`src/rtl/hazard_scoreboard.sv`:
```
// ID-stage producer scoreboard: per-register cycles-until-forwardable counters,
// load-use / multi-cycle stall generation and a saturating stall-cycle counter.
module hazard_scoreboard #(
    parameter int NREG  = 32,
    parameter int LAT_W = 3,
    parameter int CNT_W = 16,
    localparam int IDX_W = $clog2(NREG)
) (
    input  logic             clk,
    input  logic             reset,
    input  logic             id_valid,
    input  logic [IDX_W-1:0] id_Ra,
    input  logic [IDX_W-1:0] id_Rb,
    input  logic             id_RegWrite,
    input  logic [IDX_W-1:0] id_Rw,
    input  logic [LAT_W-1:0] id_lat,
    input  logic             flush,
    output logic             stall,
    output logic             Ra_busy,
    output logic             Rb_busy,
    output logic [NREG-1:0]  pending,
    output logic [CNT_W-1:0] stall_cycles
);

    logic [LAT_W-1:0] r_cnt [NREG];
    logic [CNT_W-1:0] r_stall_cycles;

    logic [LAT_W-1:0] w_lat_e;
    logic [LAT_W-1:0] w_load_val;
    logic             w_rec;

    assign w_lat_e    = (id_lat == '0) ? {{(LAT_W-1){1'b0}}, 1'b1} : id_lat;
    assign w_load_val = w_lat_e - {{(LAT_W-1){1'b0}}, 1'b1};

    // Busy checks read the pre-update count, so self-dependence needs no special case.
    assign Ra_busy = (id_Ra != '0) && (r_cnt[id_Ra] != '0);
    assign Rb_busy = (id_Rb != '0) && (r_cnt[id_Rb] != '0);
    assign stall   = id_valid && !flush && (Ra_busy || Rb_busy);
    assign w_rec   = id_valid && !flush && !stall && id_RegWrite && (id_Rw != '0);

    always_comb begin
        pending = '0;
        for (int r = 0; r < NREG; r++) begin
            pending[r] = (r_cnt[r] != '0);
        end
    end

    always_ff @(posedge clk or negedge reset) begin
        if (!reset) begin
            for (int r = 0; r < NREG; r++) begin
                r_cnt[r] <= '0;
            end
        end else begin
            r_cnt[0] <= '0;
            for (int r = 1; r < NREG; r++) begin
                if (w_rec && (id_Rw == r[IDX_W-1:0])) begin
                    r_cnt[r] <= w_load_val;
                end else if (r_cnt[r] != '0) begin
                    r_cnt[r] <= r_cnt[r] - {{(LAT_W-1){1'b0}}, 1'b1};
                end
            end
        end
    end

    always_ff @(posedge clk or negedge reset) begin
        if (!reset) begin
            r_stall_cycles <= '0;
        end else if (stall && (r_stall_cycles != '1)) begin
            r_stall_cycles <= r_stall_cycles + {{(CNT_W-1){1'b0}}, 1'b1};
        end
    end

    assign stall_cycles = r_stall_cycles;

endmodule

```
`config.mk`:
```
export PLATFORM = sky130hd
export DESIGN_NAME = hazard_scoreboard
export DESIGN_NICKNAME = d
export VERILOG_FILES = /design/src/rtl/hazard_scoreboard.sv
export SDC_FILE = /design/constraint.sdc
export NUM_CORES = 1
export LEC_CHECK = 0
export ABC_AREA = 1
export CAP_MARGIN = 25
export CORE_UTILIZATION = 35
export CTS_BUF_LIST = sky130_fd_sc_hd__clkbuf_2 sky130_fd_sc_hd__clkbuf_4 sky130_fd_sc_hd__clkbuf_8
export DETAILED_ROUTE_END_ITERATION = 8
export HOLD_SLACK_MARGIN = 0.12
export PLACE_DENSITY = 0.54
export SLEW_MARGIN = 20
export SYNTH_ARGS = -nofsm -noshare
export SYNTH_HDL_FRONTEND = slang
export SYNTH_SLANG_ARGS = --single-unit
```
`constraint.sdc`:
```
create_clock -name clk -period 10.2 [get_ports clk]
set_input_delay 3.06 -clock clk [delete_from_list [all_inputs] [get_ports clk]]
set_output_delay 3.06 -clock clk [all_outputs]
set_load 0.01 [all_outputs]
```
Routing congestion map:
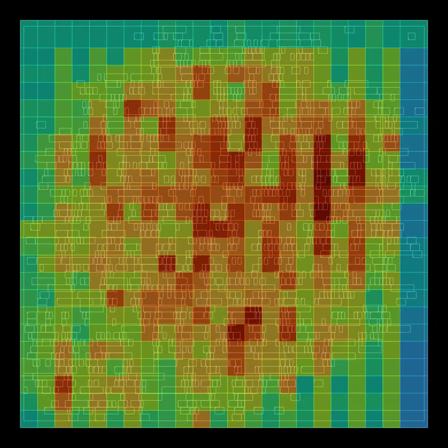
GRT met2 Usage: 35.8%
met3 usage: 2.70%
wire length per cell after detailed routing: 17.1 um

I/O nets highlighted:
Scale bar: 50 um.
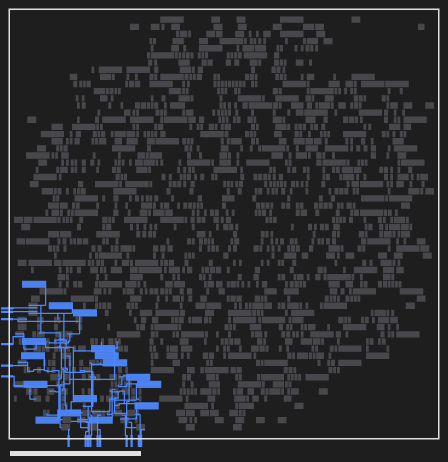
color	port	bits	direction	end cells	wire
blue	stall_cycles	16	output	16	783 um

==> run notes <==
Detailed routing inserted a total of 8790 vias. Share of the clock period used by the worst path after layout: 89.8%. The biggest area contributor in the post-synthesis netlist is sky130_fd_sc_hd__dfrtp_1. The share of cells above drive strength 1 works out to 3.19%. The tools report the worst-case vdd ir drop as 0.0988 mV. The run gives 46900 um as the wire length of the first global-routing pass. The floorplan step records an initial core utilization of 35.8%. The most frequently used cell type in the post-synthesis netlist was sky130_fd_sc_hd__nand2_1. Yosys reported a register bit count of 109.

The warning tally printed by Yosys for this design is 0. For the total detailed-routing wirelength, the log shows 29800 um. STA classifies the critical path endpoint as a primary output. The report shows a maximum critical-path fanout of 18. The tools report the number of clock buffers inserted by TritonCTS as 9. The timing report notes that buffer and inverter cells on the critical path total 3.

The clock edge transition at the registers on the reported setup and hold paths is 0.14 ns. The longest incremental delay of any stage on the critical path is reported as 0.81 ns. Counting tap cells, the placed design contains a total of 1726 instances. Total global-route track usage over all layers is 23.2%.

At the placement stage, the worst setup path has a slack of 1.12 ns. Nets still carrying antenna violations after routing amount to 0. The tools report the number of global-route vias before repair as 8211.

The final layout net count was 1494. In the synthesized netlist, the cells that appear most often are sky130_fd_sc_hd__nand2_1 (405), sky130_fd_sc_hd__inv_1 (224), sky130_fd_sc_hd__nand3_1 (180). Per the timing report, the achievable frequency comes out to 109 MHz. The post-synth count of flops with an enable pin is 0. The violation count after the first detailed-routing iteration came out at 732. The last weighted congestion value of the routability-driven placer came out at 0.970.

The tools report the static leakage as 5.57 nW. Count of unresolved DRC violations after routing: 0. Setup repair after global routing left no endpoint under its margin. The run finished with clean final reports.

The most used flip-flop cell after synthesis was sky130_fd_sc_hd__dfrtp_1. The clock insertion delay at the later pin of the skew report came out at 0.43 ns.
-- layout make-up --
type,count,area share [%]
tap,330,4.04
clock inverter,7,0.772
clock buffer,9,1.21
multi-input combinational,972,50.8
inverter,229,8.42
sequential,109,26.7
timing repair buffer,86,8.06
-- final timing paths --
kind | end | start
max reg2reg | stall_cycles[12] | stall_cycles[0]
min in group asynchronous | r_cnt[39] | reset
max | stall | id_Ra[1]
max in group asynchronous | r_cnt[81] | reset
min reg2reg | stall_cycles[7] | stall_cycles[7]
min | stall_cycles[7] | stall_cycles[7]
-- state kept, by name, summed over array words and instances (netlist names) --
register	flops
r_cnt	93
stall_cycles	16
-- report_power, final --
part	switching, W	internal [W]	leakage [nW]
logic	0.00102	0.000668	4.14
clock network	0.000191	0.0000982	0.102
registers	0.000128	0.000644	1.32
total	0.00134	0.00141	5.57
-- metrics by stage --
step,util (%),area [sq um],hold slack [ns]
floorplan,-,9050,0.541
global placement,39.6,10000,0.510
detailed placement,39.6,10000,0.527
CTS,40.4,10200,0.562
global route,40.4,10200,0.589
finish,40.4,10200,0.553
-- routing by layer --
metal  global-route usage [%]  part of all wire, %  vias to the layer above
met4                     9.60                  3.6                        0
met5                        0                    0                        -
met2                     35.8                   44                      239
li1                         -                    -                     4353
met1                     32.6                   47                     4150
met3                     2.70                  5.1                       48
-- cells by family after synthesis --
kind of cell    count (synthesis)  share of synthesized area, %
flops                         109                          30.1
compound gates                 52                          2.93
simple gates                  771                          37.1
other cells                     1                        0.0414
fa+ha+maj                      64                          8.85
mux                             7                         0.774
buf+inv                       282                          12.7
xor+xnor                       77                          7.45
-- layout by cell type, fill, tap and decap left out, types with 15 or more instances in the layout --
cell type / count
sky130_fd_sc_hd__buf_4: 15
sky130_fd_sc_hd__clkdlybuf4s50_1: 71
sky130_fd_sc_hd__dfrtp_1: 109
sky130_fd_sc_hd__ha_1: 64
sky130_fd_sc_hd__inv_1: 224
sky130_fd_sc_hd__nand2_1: 405
sky130_fd_sc_hd__nand3_1: 180
sky130_fd_sc_hd__nand4_1: 72
sky130_fd_sc_hd__nor2_1: 94
sky130_fd_sc_hd__o21ai_0: 32
sky130_fd_sc_hd__xor2_1: 74
-- worst min-delay path, stage by stage (launching register included) --
cell,delay [ns]
sky130_fd_sc_hd__dfrtp_1,0.42
sky130_fd_sc_hd__nand2_1,0.07
sky130_fd_sc_hd__nand2_1,0.05
Power is estimated from default activity; no workload was simulated.
